<file path="src/rtl/nibble_serial_adder.sv">
// -----------------------------------------------------------------------------
// nibble_serial_adder
//
// Adds two W-bit unsigned operands one nibble per clock. A single 4-bit adder
// slice is shared across all nibbles, and a carry register links consecutive
// steps. An accepted start latches the operands and carry_in. The design then
// spends NIBBLES cycles in ADD, writing one sum nibble per cycle. It spends one
// cycle in DONE with the done pulse high, and then returns to IDLE.
//
// Ports
//   clock      rising-edge system clock
//   reset      asynchronous, active-high reset
//   start      request a new addition (honoured only in IDLE)
//   operand_a  first addend  (W bits, sampled with start)
//   operand_b  second addend (W bits, sampled with start)
//   carry_in   carry into nibble 0 (sampled with start)
//   busy       high while the addition is in progress (state ADD)
//   done       one-cycle pulse; sum/carry_out are valid
//   sum        registered W-bit result
//   carry_out  registered carry out of the most significant nibble
// -----------------------------------------------------------------------------
module nibble_serial_adder #(
    parameter int NIBBLES = 4
) (
    input  logic                 clock,
    input  logic                 reset,
    input  logic                 start,
    input  logic [4*NIBBLES-1:0] operand_a,
    input  logic [4*NIBBLES-1:0] operand_b,
    input  logic                 carry_in,
    output logic                 busy,
    output logic                 done,
    output logic [4*NIBBLES-1:0] sum,
    output logic                 carry_out
);

    localparam int W     = 4 * NIBBLES;
    localparam int IDX_W = (NIBBLES > 1) ? $clog2(NIBBLES) : 1;
    localparam logic [IDX_W-1:0] LAST_IDX = IDX_W'(NIBBLES - 1);

    typedef enum logic [1:0] {
        IDLE = 2'd0,
        ADD  = 2'd1,
        DONE = 2'd2
    } state_t;

    state_t           state;
    state_t           state_next;

    logic [W-1:0]     a_reg;
    logic [W-1:0]     b_reg;
    logic             carry_reg;
    logic [IDX_W-1:0] index;

    logic [3:0]       slice_a;
    logic [3:0]       slice_b;
    logic [3:0]       slice_sum;
    logic             slice_carry;

    logic             accept;
    logic             last_step;

    assign accept    = (state == IDLE) && start;
    assign last_step = (state == ADD) && (index == LAST_IDX);

    // The one shared adder slice. The nibble index selects which operand
    // digits feed it on this cycle.
    assign slice_a = a_reg[{index, 2'b00} +: 4];
    assign slice_b = b_reg[{index, 2'b00} +: 4];
    assign {slice_carry, slice_sum} = {1'b0, slice_a} + {1'b0, slice_b} + {4'b0000, carry_reg};

    // NOTE: state registers use non-blocking assignments so every flop samples
    // pre-edge values; blocking here would create order-dependent races.
    always_ff @(posedge clock or posedge reset) begin
        if (reset) begin
            state <= IDLE;
        end else begin
            state <= state_next;
        end
    end

    // NOTE: every output of this block gets a default before the case. If a
    // path leaves a signal unassigned, the tool infers a latch.
    always_comb begin
        state_next = state;
        busy       = 1'b0;
        done       = 1'b0;
        case (state)
            IDLE: begin
                if (start) begin
                    state_next = ADD;
                end
            end
            ADD: begin
                busy = 1'b1;
                if (index == LAST_IDX) begin
                    state_next = DONE;
                end
            end
            DONE: begin
                done       = 1'b1;
                state_next = IDLE;
            end
            default: begin
                state_next = IDLE;
            end
        endcase
    end

    // Datapath. An abort by reset clears the partial sum, so no stale digits
    // survive into the next operation.
    always_ff @(posedge clock or posedge reset) begin
        if (reset) begin
            a_reg     <= '0;
            b_reg     <= '0;
            carry_reg <= 1'b0;
            index     <= '0;
            sum       <= '0;
            carry_out <= 1'b0;
        end else if (accept) begin
            // The carry chain is seeded from the new carry_in. Nothing carries
            // over from the previous operation.
            a_reg     <= operand_a;
            b_reg     <= operand_b;
            carry_reg <= carry_in;
            index     <= '0;
        end else if (state == ADD) begin
            sum[{index, 2'b00} +: 4] <= slice_sum;
            carry_reg                <= slice_carry;
            if (last_step) begin
                index     <= '0;
                carry_out <= slice_carry;
            end else begin
                index <= index + 1'b1;
            end
        end
    end

endmodule

</file>
<file path="config.mk">
export PLATFORM = sky130hd
export DESIGN_NAME = nibble_serial_adder
export DESIGN_NICKNAME = d
export VERILOG_FILES = /design/src/rtl/nibble_serial_adder.sv
export SDC_FILE = /design/constraint.sdc
export NUM_CORES = 1
export LEC_CHECK = 0
export ABC_CLOCK_PERIOD_IN_PS = 3700
export CORE_ASPECT_RATIO = 1.75
export CORE_MARGIN = 5
export CORE_UTILIZATION = 40
export DETAILED_ROUTE_END_ITERATION = 10
export GPL_ROUTABILITY_DRIVEN = 0
export GPL_TIMING_DRIVEN = 0
export PLACE_DENSITY = 0.68
export SETUP_SLACK_MARGIN = 0.05
export SLEW_MARGIN = 20
export SYNTH_ARGS = -nofsm -noshare
export SYNTH_HDL_FRONTEND = slang
export SYNTH_SLANG_ARGS = --single-unit
</file>
<file path="constraint.sdc">
create_clock -name clock -period 3.7 [get_ports clock]
set_clock_uncertainty 0.05 [all_clocks]
set_input_delay 0.555 -clock clock [delete_from_list [all_inputs] [get_ports clock]]
set_output_delay 0.555 -clock clock [all_outputs]
set_load 0.02 [all_outputs]
</file>
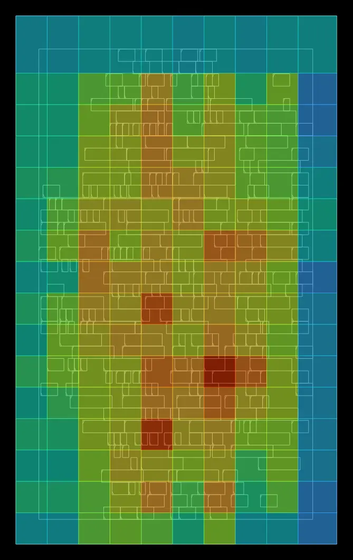
Figure 1: track usage over the die.
GRT met1 Usage: 14.9%
average wire per standard cell: 14.5 um

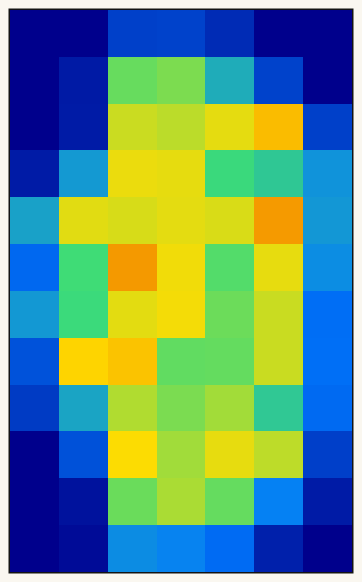
Figure 2: cell density map.
7 x 12 tiles, from dark blue (low) to red (high), 0 to 100% covered.
tiles over 75% full	6.0%
mean over tiles	39%
fullest tile	83%
nearly empty tiles	13%

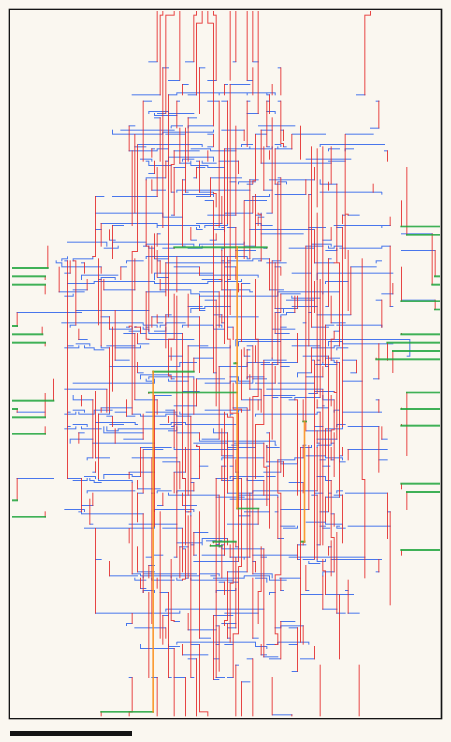
Figure 3: wiring by layer.
Scale bar: 20 um.
color	layer	wire length
blue	metal 1	2080 um
orange	metal 4	118 um
red	metal 2	3200 um
green	metal 3	194 um

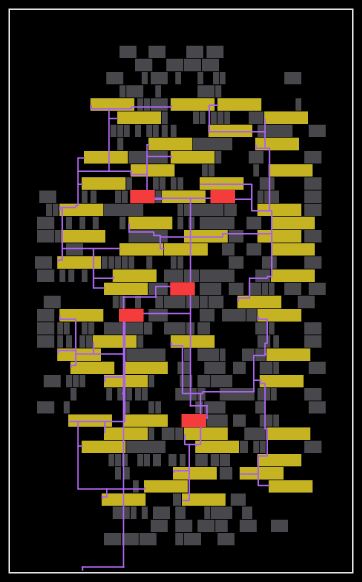
Figure 4: clock distribution.
[purple] clock wires | length: 636 um
[yellow] flip-flops | count: 54
[red] clock drivers | count: 5
routed clock nets	6

==> reports/qor.txt <==
status: finished clean
Design Power: 2.82 mW
Clock power frac: 11.0%
distinct lib cells: 33
internal power: 1.66 mW
PostCTS Resize Cnt: 0
Die W: 70.6 um
Cell area leaders: dfrtp_1 (53%), nand2_1 (15%), mux4_2 (7.0%)
largest net degree at the start of global routing: 34
kind of cell adding the most delay to the critical path: adder cells
Largest type area fraction: 52.5%
post-CTS setup buffer count: 0
CP max stage delay: 540 ps
cells on worst reg2reg path: 8
DIE HEIGHT: 116 um
post-synth net total: 292
DR iter-0 viols: 68
Setup Viol. Count Final: 0
Final Cell Area: 3310 um2
drt total wl: 5600 um
number of global-route vias before repair: 1944
core area: 6230 um2
Yosys top cell by area: dfrtp_1
post-route ant nets: 0
most frequent cells in the layout: nand2_1 (105), dfrtp_1 (54), clkdlybuf4s50_1 (54)
Clock Latency Late Sink: 300 ps
Commonest flop: dfrtp_1
FF-to-FF Start: index[0]$_DFFE_PP0P_
Floorplan Utilization: 41.3%
Worst EP required: 3840 ps
hold depth: 2
Hold Path End: a_reg[7]$_DFFE_PP0P_
Log Warnings: 31
CTS Buf Count: 5
Clock Tree Root: clkbuf_8
Slew Viols, Final: 0
Synth async-reset ratio: 100%
GRT busiest layer: met2
Final nets: 354
Rows: 38
r2r endpoint: carry_out$_DFFE_PP0P_
# hold bufs at CTS: 0
global-route usage over all layers: 14.4%
Sw Share: 41.0%
layout cells sized above 1: 11.1%
Final WS setup: 741 ps
maximum clock frequency: 338 MHz
Die ar.: 8200 um2
TritonCTS clock tree: done
Rel. slew slack: 62.0%
hold_ws: 425 ps
hold crit path type: reg -> reg
worst-path fanout max: 10
clock-pin slew on the worst setup and hold paths: 90 ps
maximum capacitance violations: 0
dpl cells: 380
detailed-route via count: 1890
Setup crit start: index[0]$_DFFE_PP0P_
MI comb area: 1120 um2
highest-count logic cell in the final layout: nand2_1
met2 usage: 28.4%
Power Density: 853 nW/um2
setup slack, reg-to-reg: 740 ps
Yosys Chip Area: 2570 um2
final core utilization: 53.2%
DRC: 0
Post-Layout Cell Count: 387
worst slew pin tran: 565 ps
fill count: 578
RSZ-0062 raised after global routing: false
Pre-Repair DR Iteration Count: 4
NetSw: 1.16 mW
total sequential power: 0.981 mW
synthesized cell area: 2570 um2
Synthesized registers: 54
worst path cell trace: buf_4, buf_4, mux4_2, fa_1, fa_1, a21o_1, a21oi_1, a21oi_1
area by class of cell:
class	count	share of cell area [%]
multi-input cells	176	33.9
clock buffers	5	2.08
repair buffers	55	16.9
flip-flops and latches	54	40.8
well taps	80	3.02
clock inverters	2	0.302
inverters	4	0.453
plain buffers	11	2.53
logic make-up after synthesis:
logic type	synth area share, %
xor+xnor	0.341
simple gates	22.8
flops	52.5
fa+ha+maj	5.93
mux	7.00
buf+inv	3.84
compound gates	7.59
metal layers:
layer | part of all wire [%] | vias up | routed length (um)
met5 | 0 | - | 0
met4 | 2.1 | 0 | 118
met3 | 3.4 | 8 | 193
met2 | 57 | 41 | 3200
met1 | 37 | 896 | 2080
li1 | - | 945 | -
No activity file was given, so power comes from the tool's default toggle rates.
